`config.mk`:
```
export PLATFORM = sky130hd
export DESIGN_NAME = alu_issue_n
export DESIGN_NICKNAME = d
export VERILOG_FILES = /design/src/rtl/alu_issue_n.sv
export SDC_FILE = /design/constraint.sdc
export NUM_CORES = 1
export LEC_CHECK = 0
export CORE_AREA = 2 2 131 133
export DETAILED_ROUTE_END_ITERATION = 6
export DIE_AREA = 0 0 133 135
export PLACE_DENSITY = 0.77
export RECOVER_POWER = 25
export SLEW_MARGIN = 20
export SYNTH_ARGS = -nofsm -noshare
export SYNTH_HDL_FRONTEND = slang
export SYNTH_SLANG_ARGS = --single-unit
```
`constraint.sdc`:
```
create_clock -name clk_i -period 4.5 [get_ports clk_i]
set_input_delay 0.9 -clock clk_i [delete_from_list [all_inputs] [get_ports clk_i]]
set_output_delay 0.9 -clock clk_i [all_outputs]
set_load 0.01 [all_outputs]
```
`src/rtl/alu_issue_n.sv`:
```
// Issue/writeback stage for alu_n: decodes RV32I integer ALU instructions into
// ALU op/operands (S1), then captures the ALU result into a writeback register (S2).
module alu_issue_n #(
  parameter int unsigned n = 32
) (
  input  logic         clk_i,
  input  logic         rst_ni,
  input  logic         in_valid_i,
  output logic         in_ready_o,
  input  logic [31:0]  instr_i,
  input  logic [n-1:0] pc_i,
  input  logic [n-1:0] rs1_data_i,
  input  logic [n-1:0] rs2_data_i,
  output logic [n-1:0] operand0_o,
  output logic [n-1:0] operand1_o,
  output logic [3:0]   alu_op_o,
  input  logic [n-1:0] alu_data_i,
  output logic         wb_valid_o,
  input  logic         wb_ready_i,
  output logic [4:0]   wb_rd_o,
  output logic [n-1:0] wb_data_o,
  output logic         illegal_o,
  output logic [31:0]  illegal_instr_o
);

  localparam int unsigned OP_W    = 4;
  localparam int unsigned RD_W    = 5;
  localparam int unsigned INSTR_W = 32;

  localparam logic [6:0] OPC_OP     = 7'b0110011;
  localparam logic [6:0] OPC_OP_IMM = 7'b0010011;
  localparam logic [6:0] OPC_LUI    = 7'b0110111;
  localparam logic [6:0] OPC_AUIPC  = 7'b0010111;
  localparam logic [6:0] F7_ZERO    = 7'b0000000;
  localparam logic [6:0] F7_ALT     = 7'b0100000;
  localparam logic [2:0] F3_ADD     = 3'b000;
  localparam logic [2:0] F3_SLL     = 3'b001;
  localparam logic [2:0] F3_SR      = 3'b101;

  logic [6:0]        opcode;
  logic [2:0]        funct3;
  logic [6:0]        funct7;
  logic [RD_W-1:0]   dec_rd;

  logic              dec_legal;
  logic [OP_W-1:0]   dec_op;
  logic [n-1:0]      dec_op0;
  logic [n-1:0]      dec_op1;

  logic              s1_valid;
  logic [RD_W-1:0]   s1_rd;
  logic              s2_free;
  logic              s1_xfer;
  logic              accept;

  assign opcode = instr_i[6:0];
  assign funct3 = instr_i[14:12];
  assign funct7 = instr_i[31:25];
  assign dec_rd = instr_i[11:7];

  // Decode: alu_op is {alt, funct3}; alt selects sub/sra.
  always_comb begin
    dec_legal = 1'b0;
    dec_op    = '0;
    dec_op0   = '0;
    dec_op1   = '0;
    case (opcode)
      OPC_OP: begin
        dec_op0 = rs1_data_i;
        dec_op1 = rs2_data_i;
        if (funct7 == F7_ZERO) begin
          dec_legal = 1'b1;
          dec_op    = {1'b0, funct3};
        end else if (funct7 == F7_ALT && (funct3 == F3_ADD || funct3 == F3_SR)) begin
          dec_legal = 1'b1;
          dec_op    = {1'b1, funct3};
        end
      end
      OPC_OP_IMM: begin
        dec_op0 = rs1_data_i;
        dec_op1 = n'($signed(instr_i[31:20]));
        case (funct3)
          F3_SLL: begin
            dec_op1   = n'(instr_i[24:20]);
            dec_legal = (funct7 == F7_ZERO);
            dec_op    = {1'b0, funct3};
          end
          F3_SR: begin
            dec_op1   = n'(instr_i[24:20]);
            dec_legal = (funct7 == F7_ZERO) || (funct7 == F7_ALT);
            dec_op    = {(funct7 == F7_ALT), funct3};
          end
          default: begin
            dec_legal = 1'b1;
            dec_op    = {1'b0, funct3};
          end
        endcase
      end
      OPC_LUI: begin
        dec_legal = 1'b1;
        dec_op1   = n'($signed({instr_i[31:12], 12'b0}));
      end
      OPC_AUIPC: begin
        dec_legal = 1'b1;
        dec_op0   = pc_i;
        dec_op1   = n'($signed({instr_i[31:12], 12'b0}));
      end
      default: ;
    endcase
  end

  // Handshake: S2 frees when drained; S1 accepts when empty or moving on.
  assign s2_free    = !wb_valid_o || wb_ready_i;
  assign s1_xfer    = s1_valid && s2_free;
  assign in_ready_o = !s1_valid || s2_free;
  assign accept     = in_valid_i && in_ready_o;

  // S1: operands held here drive the ALU directly.
  always_ff @(posedge clk_i or negedge rst_ni) begin
    if (!rst_ni) begin
      s1_valid   <= 1'b0;
      s1_rd      <= '0;
      alu_op_o   <= '0;
      operand0_o <= '0;
      operand1_o <= '0;
    end else if (accept && dec_legal) begin
      s1_valid   <= 1'b1;
      s1_rd      <= dec_rd;
      alu_op_o   <= dec_op;
      operand0_o <= dec_op0;
      operand1_o <= dec_op1;
    end else if (s1_xfer) begin
      s1_valid   <= 1'b0;
    end
  end

  // S2: writeback register; x0 destinations still emit but carry zero.
  always_ff @(posedge clk_i or negedge rst_ni) begin
    if (!rst_ni) begin
      wb_valid_o <= 1'b0;
      wb_rd_o    <= '0;
      wb_data_o  <= '0;
    end else if (s1_xfer) begin
      wb_valid_o <= 1'b1;
      wb_rd_o    <= s1_rd;
      wb_data_o  <= (s1_rd == '0) ? '0 : alu_data_i;
    end else if (wb_ready_i) begin
      wb_valid_o <= 1'b0;
    end
  end

  // Illegal report: one pulse per consumed illegal bundle.
  always_ff @(posedge clk_i or negedge rst_ni) begin
    if (!rst_ni) begin
      illegal_o       <= 1'b0;
      illegal_instr_o <= '0;
    end else begin
      illegal_o <= accept && !dec_legal;
      if (accept && !dec_legal) begin
        illegal_instr_o <= INSTR_W'(instr_i);
      end
    end
  end

endmodule

```
### Placed cells, one color a class

Drawn at 3 px/um. Fill, decap, tap and diode cells in gray.
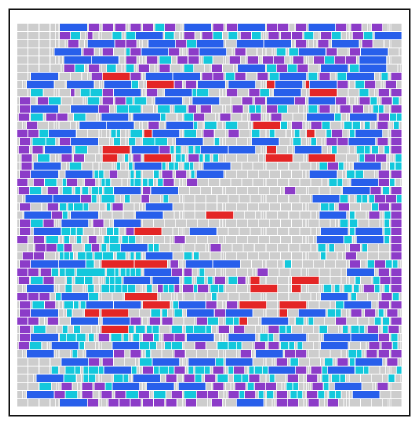
Red stands for clock drivers and dummy loads, cells 31. Purple stands for remaining buffers and delay cells, cells 317. Blue stands for sequential cells, cells 145. Cyan stands for remaining logic cells, cells 388.
Final Instance Area: 10300 um2
Util after Layout: 62.6%
sequential share of cell area: 35.3%
Std-Cell Rows: 47
Core Box Area: 16400 um2

### Sizing map

Drawn at 3 px/um.
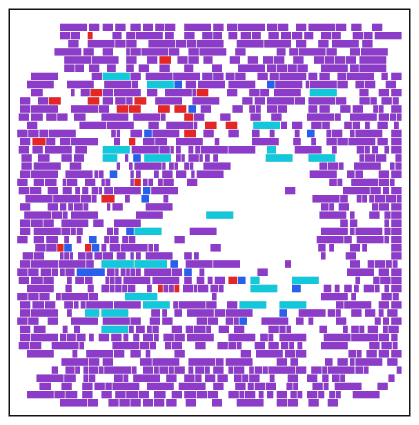
Cyan stands for x6 and larger, cells 24, share 2.7%. Red stands for x2, cells 24, share 2.7%. Purple stands for x1 and smaller, cells 813, share 92%. Blue stands for x3 and x4, cells 20, share 2.3%.
non-clock buffer count: 317
Final WS setup: 1.08 ns
area growth from synthesis to layout: 58.4%

==> flow_summary.ini <==
; flow metrics
[yosys]
common_cells = dfrtp_1 (145), o21ai_0 (82), a21oi_1 (59)
top_area_cell = dfrtp_1
adder_share_pct = 0
most_common_cell = dfrtp_1
postSynthSeqShare_pct = 56.0
mux_share_pct = 7.37
synth.avg_cell_area_um2 = 11.0
ys_cells = 588
area_leaders = dfrtp_1 (56%), o21ai_0 (6.3%), nor2b_1 (5.1%)
synthAoiAreaFrac_pct = 24.0
logic_family = AND-OR/OR-AND gates
ys_warn_count = 0
yosysChipArea_um2 = 6480
synthArstFlopShare_pct = 100
xor_area_share_pct = 0.135

[placement]
place_ws_ns = 0.710
hpwl_mm = 14.8
dpl.cell_count = 1070
dpl_cell_area_um2 = 9660

[critical_path]
cp_data_required_time_ns = 4.77
cpMostUsedCell = buf_4
critPathKind = primary input to flip-flop
rrSetupSlack_ns = 2.33
end_kind = flip-flop
start_kind = primary input
endpoint = alu_op_o[2]$_DFFE_PN0P_
r2r_cells = 5
crit_buf_inv = 3
crit_arrival_ns = 3.69
rr_endpoint = illegal_instr_o[11]$_DFFE_PN0P_

[job]
cap_violations = 1
tool_warnings = 28

[pwr]
pg_seq_uw = 1430
seq_power_share_pct = 41.4
comb-power_uw = 565
p_int_uw = 2620
switchingPower_uw = 838
p_leak_uw = 0.00423
pg_clk_uw = 1470
ir_drop_v = 0.000250

[cells_and_area]
nets = 1033
drive_gt1_share_pct = 7.72
fillers = 1330
comb_share_pct = 25.5
seq_cell_count = 145
clkCellAreaFrac_pct = 5.95
final_common_cell = clkdlybuf4s50_1
nClkBuffers = 20
seq_area_um2 = 3630
lay_top_cells = clkdlybuf4s50_1 (299), dfrtp_1 (145), o21ai_0 (82), a21oi_1 (58), nor2b_1 (52)

[min_path]
hold_path_class = flip-flop to flip-flop
hold_start = illegal_instr_o[23]$_DFFE_PN0P_
min_path_cells = 1

[detailed_routing]
wirelength_mm = 21.4
via_per_inst = 5.31
drt_iter0_markers = 259
drc = 0
drt-met1-wl_mm = 9.12
dr_wl_met2_mm = 10.2
met3_length_mm = 1.49
ant_nets = 0
num_vias = 5856

[timing]
period_used_pct = 76.1
worstMarginPinSlew_ns = 2.71
fin_crit_ns = 3.42
drv_slew = 108
setup_viol = 0

[clock_network]
clock_path_buffers = 2
cts-root-buf = clkbuf_16
clk_pin_slew_ns = 0.06
cts_sinks = 145
post-cts-setup-buffer-count = 0

[global_routing]
antenna_found_initial = 2
grt_max_degree = 108
grtUsageTotal_pct = 23.5
first_global_vias = 5837
met1_usage_pct = 31.2

[outcome]
status = finished, violations left
violations = capacitance limit, slew limit

[floorplanning]
chipWidth_um = 133
io_pins = 304
die-area_um2 = 18000
taps = 220
### Routing congestion map

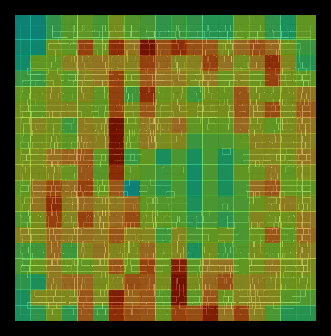
DR WL/cell: 19.4 um
routing usage on met3: 5.41%
GR peak layer: met2
GR Util met2: 37.4%

